[config.mk]
export PLATFORM = sky130hd
export DESIGN_NAME = gpi_input_conditioner
export DESIGN_NICKNAME = d
export VERILOG_FILES = /design/src/rtl/gpi_input_conditioner.sv
export SDC_FILE = /design/constraint.sdc
export NUM_CORES = 1
export LEC_CHECK = 0
export CORE_AREA = 5 5 137 139
export DETAILED_ROUTE_END_ITERATION = 7
export DIE_AREA = 0 0 142 144
export GPL_ROUTABILITY_DRIVEN = 1
export HOLD_SLACK_MARGIN = 0.06
export SLEW_MARGIN = 20
export SYNTH_ARGS = -nofsm -noshare
export SYNTH_HDL_FRONTEND = slang
export SYNTH_SLANG_ARGS = --single-unit
[constraint.sdc]
create_clock -name CLK_I -period 3.1 [get_ports CLK_I]
set_input_delay 0.465 -clock CLK_I [delete_from_list [all_inputs] [get_ports CLK_I]]
set_output_delay 0.465 -clock CLK_I [all_outputs]
set_load 0.005 [all_outputs]
[src/rtl/gpi_input_conditioner.sv]
// gpi_input_conditioner
// Multi-channel conditioner for pull-up general-purpose input pads.
// Each channel is synchronised into the core clock domain and debounced by a
// programmable glitch filter. The channel produces a clean level, a one-cycle
// qualified edge pulse and a sticky interrupt flag.
// Optional feature macro: GPI_COND_GLITCH_STAT_EN adds the sticky GLITCH_O
// rejected-pulse flags. When the macro is undefined, the port and its logic are absent.
module gpi_input_conditioner #(
    parameter int NCH         = 8,
    parameter int SYNC_STAGES = 2,
    parameter int CNT_W       = 8
) (
    input  logic                 CLK_I,
    input  logic                 RST_I,
    input  logic [NCH-1:0]       DI_I,
    input  logic [NCH-1:0]       IE_I,
    input  logic [CNT_W-1:0]     FILT_LEN_I,
    input  logic [2*NCH-1:0]     EDGE_MODE_I,
    input  logic [NCH-1:0]       IRQ_CLR_I,
    output logic [NCH-1:0]       DI_O,
    output logic [NCH-1:0]       EDGE_O,
    output logic [NCH-1:0]       IRQ_O,
    output logic                 IRQ_ANY_O
`ifdef GPI_COND_GLITCH_STAT_EN
    ,
    output logic [NCH-1:0]       GLITCH_O
`endif
);

    // Synchroniser chain; stage 0 samples the asynchronous pads.
    logic [NCH-1:0]   sync_r [SYNC_STAGES];
    logic [NCH-1:0]   sync_s;

    // Per-channel debounce counters and next-state values.
    logic [CNT_W-1:0] cnt_r    [NCH];
    logic [CNT_W-1:0] cnt_nx_s [NCH];
    logic [NCH-1:0]   level_nx_s;
    logic [NCH-1:0]   edge_nx_s;
    logic [NCH-1:0]   irq_nx_s;

    assign sync_s = sync_r[SYNC_STAGES-1];

    // Shift pad samples through the synchroniser; idle level is the pull-up high.
    always_ff @(posedge CLK_I or posedge RST_I) begin
        if (RST_I) begin
            for (int k = 0; k < SYNC_STAGES; k++) begin
                sync_r[k] <= {NCH{1'b1}};
            end
        end else begin
            sync_r[0] <= DI_I;
            for (int k = 1; k < SYNC_STAGES; k++) begin
                sync_r[k] <= sync_r[k-1];
            end
        end
    end

    // Debounce decision per channel: count mismatches, commit after N+1 of them.
    always_comb begin
        level_nx_s = DI_O;
        edge_nx_s  = {NCH{1'b0}};
        for (int i = 0; i < NCH; i++) begin
            cnt_nx_s[i] = {CNT_W{1'b0}};
            if (IE_I[i]) begin
                if (sync_s[i] == DI_O[i]) begin
                    cnt_nx_s[i] = {CNT_W{1'b0}};
                end else if (cnt_r[i] >= FILT_LEN_I) begin
                    // Filtered edge: new level is the synchronised value.
                    // Rising edges qualify on mode bit 0, falling on bit 1.
                    level_nx_s[i] = sync_s[i];
                    cnt_nx_s[i]   = {CNT_W{1'b0}};
                    if (sync_s[i]) begin
                        edge_nx_s[i] = EDGE_MODE_I[2*i];
                    end else begin
                        edge_nx_s[i] = EDGE_MODE_I[2*i+1];
                    end
                end else begin
                    cnt_nx_s[i] = cnt_r[i] + {{(CNT_W-1){1'b0}}, 1'b1};
                end
            end else begin
                // Frozen channel: no counting, level and edges held off.
                cnt_nx_s[i] = {CNT_W{1'b0}};
            end
        end
        // Set has priority over clear so a coincident edge is never lost.
        irq_nx_s = edge_nx_s | (IRQ_O & ~IRQ_CLR_I);
    end

    // Register filtered levels, edge pulses, interrupt flags and counters.
    always_ff @(posedge CLK_I or posedge RST_I) begin
        if (RST_I) begin
            DI_O   <= {NCH{1'b1}};
            EDGE_O <= {NCH{1'b0}};
            IRQ_O  <= {NCH{1'b0}};
            for (int i = 0; i < NCH; i++) begin
                cnt_r[i] <= {CNT_W{1'b0}};
            end
        end else begin
            DI_O   <= level_nx_s;
            EDGE_O <= edge_nx_s;
            IRQ_O  <= irq_nx_s;
            for (int i = 0; i < NCH; i++) begin
                cnt_r[i] <= cnt_nx_s[i];
            end
        end
    end

    assign IRQ_ANY_O = |IRQ_O;

`ifdef GPI_COND_GLITCH_STAT_EN
    logic [NCH-1:0] glitch_set_s;

    // Detect an abandoned partial count: input returned to the filtered level.
    always_comb begin
        glitch_set_s = {NCH{1'b0}};
        for (int i = 0; i < NCH; i++) begin
            if (IE_I[i] && (sync_s[i] == DI_O[i]) && (cnt_r[i] != {CNT_W{1'b0}})) begin
                glitch_set_s[i] = 1'b1;
            end else begin
                glitch_set_s[i] = 1'b0;
            end
        end
    end

    // Sticky rejected-glitch flags, cleared with the interrupt clear; set wins.
    always_ff @(posedge CLK_I or posedge RST_I) begin
        if (RST_I) begin
            GLITCH_O <= {NCH{1'b0}};
        end else begin
            GLITCH_O <= glitch_set_s | (GLITCH_O & ~IRQ_CLR_I);
        end
    end
`endif

endmodule

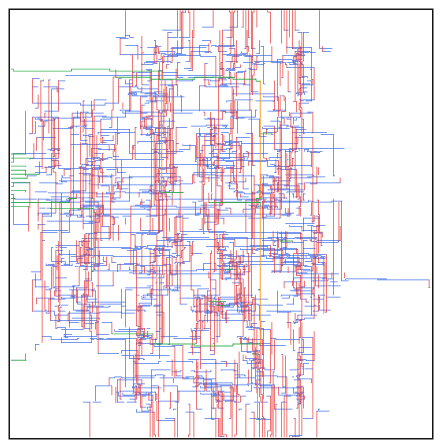
(signal wires by layer)
Key: green = metal 3 [wire length 306 um]; orange = metal 4 [wire length 173 um]; red = metal 2 [wire length 6,530 um]; blue = metal 1 [wire length 5,270 um]

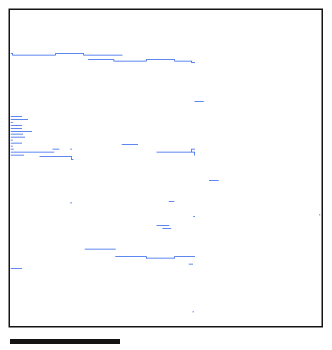
(met3 routing)
Scale bar: 50 um.
The layer holds 2.5% of the routed length. The longest straight run is 19.6 um. The layer carries 306 um of wire. The wires run mostly horizontal.

==> results.yml <==
# yosys + openroad results
run_status:
  status: "finished clean"
yosys:
  ys_async_sr_fraction: 1.000
  synthAdderAreaFrac: 0.1507
  synth_seq_share: 0.4404
  synthesis.nets: 657
  flop_cell: "dfrtp_1"
  ys_types: 31
  synth.ff_latch_count: 104
  yosys_warnings: 0
  syn_area_mm2: 0.005978
  top_cells_by_count: "dfrtp_1 (80), ha_1 (72), nor2_2 (44)"
  edf_count: 0
  ys_sh_simple: 0.1775
  top_cells_by_area: "dfrtp_1 (33%), ha_1 (15%), dfstp_2 (11%), xor2_1 (5.3%), nor2_2 (4.6%)"
  yosys.area_share.xor_xnor: 0.07032
  synth_top_cell_by_area: "dfrtp_1"
final_timing:
  drv_slew: 0
  period_used_share: 0.7664
  tns_ns: 0
  maxSlewHeadroom: 0.4686
  rsz0062_at_grt: "false"
  clock_skew_ns: 0.004853
  setup_ws_ns: 0.7240
  fin_crit_ns: 2.376
clock_tree:
  cts_sinks: 104
  cts_buffer_depth: 2
  cts_setup_buffers: 0
  root_buffer: "clkbuf_16"
  ctsResizeCount: 0
  cts_max_level: 3
  clkTransAtPathRegs_ns: 0.07
  worstSkewPairLatency_ns: 0.35
worst_setup_path:
  cp.required_ns: 3.33
  r2r-end: "cnt_r[62]"
  critPathLaunchType: "input port"
  r2r_start: "cnt_r[56]"
  arrival_ns: 2.60
  startpoint: "FILT_LEN_I[5]"
  reg2reg_slack_ns: 1.02
  cp-end-kind: "register"
power_and_ir_drop:
  p_seq_uw: 1430
  vdd_drop_max_mv: 0.3062
  p_leak_uw: 0.003285
  power_frac_comb: 0.111
  powerComb_uw: 335
  pg_clk_uw: 1270
  p_clk_frac: 0.417
  p_per_area_mw_per_mm2: 413.2
  p_int_uw: 2351
  finalPower_uw: 3032
  p_seq_frac: 0.472
  swShare: 0.2247
drt:
  wirelength_um: 12280
  drt_iter0_markers: 219
  vias: 4029
  ant_nets: 0
  vias_per_cell: 4.723
placed_design:
  place_ws_ns: 0.2981
  portBuffers: 74
  placed_cells: 837
  place_congestion: 0.8297
layout:
  final_cell_mix: "dfrtp_1 (80), clkdlybuf4s50_1 (74), ha_1 (72)"
  largest_reg_flops: 64
  area_growth_pct: 22.75
  layout-drive-gt1-share: 0.1955
  max_flop_register: "cnt_r"
  fin_area_mm2: 0.007338
  final_nets: 741
  lay_top_count: "dfrtp_1"
  n_antenna_cell: 0
min_path:
  worstHoldStart: "sync_r[8]"
  min-delay-path-class: "register to register"
  holdPathStages: 0
floorplanning:
  dieHeight_um: 144
  fp.dieW_um: 142
  core_mm2: 0.01753
  chipArea_mm2: 0.02045
  initCoreUtil: 0.3409
grt:
  grt_pass1_wl_um: 20960
  gr-total-overflow: 0
  grt_usage: 0.1274
  grt_pass1_vias: 4290
  grt_max_degree: 34
  antenna_found_initial: 0
run:
  drv_cap: 0
  warnings: 26
-- critical path: stages --
cell and delay (ns):
clkdlybuf4s50_1 0.45, inv_1 0.20, ha_1 0.39, nand2_1 0.06, o41ai_1 0.48, buf_4 0.19
or2_1 0.26, nor2_1 0.09
-- cell type report --
type | count | area (um2) | share of cell area
Multi-Input combinational cell | 391 | 3136 | 0.4273
Sequential cell | 104 | 2633 | 0.3587
Timing Repair Buffer | 81 | 818.3 | 0.1115
Tap cell | 229 | 286.5 | 0.03905
Clock buffer | 12 | 266.5 | 0.03632
Inverter | 32 | 123.9 | 0.01688
Clock inverter | 4 | 75.07 | 0.01023
-- metal layers --
metal | wire length [um] | track usage
met1 | 5268 | 0.1536
met2 | 6532 | 0.2271
met3 | 306 | 0.02943
met4 | 172 | 0.03788
met5 | 0 | 0
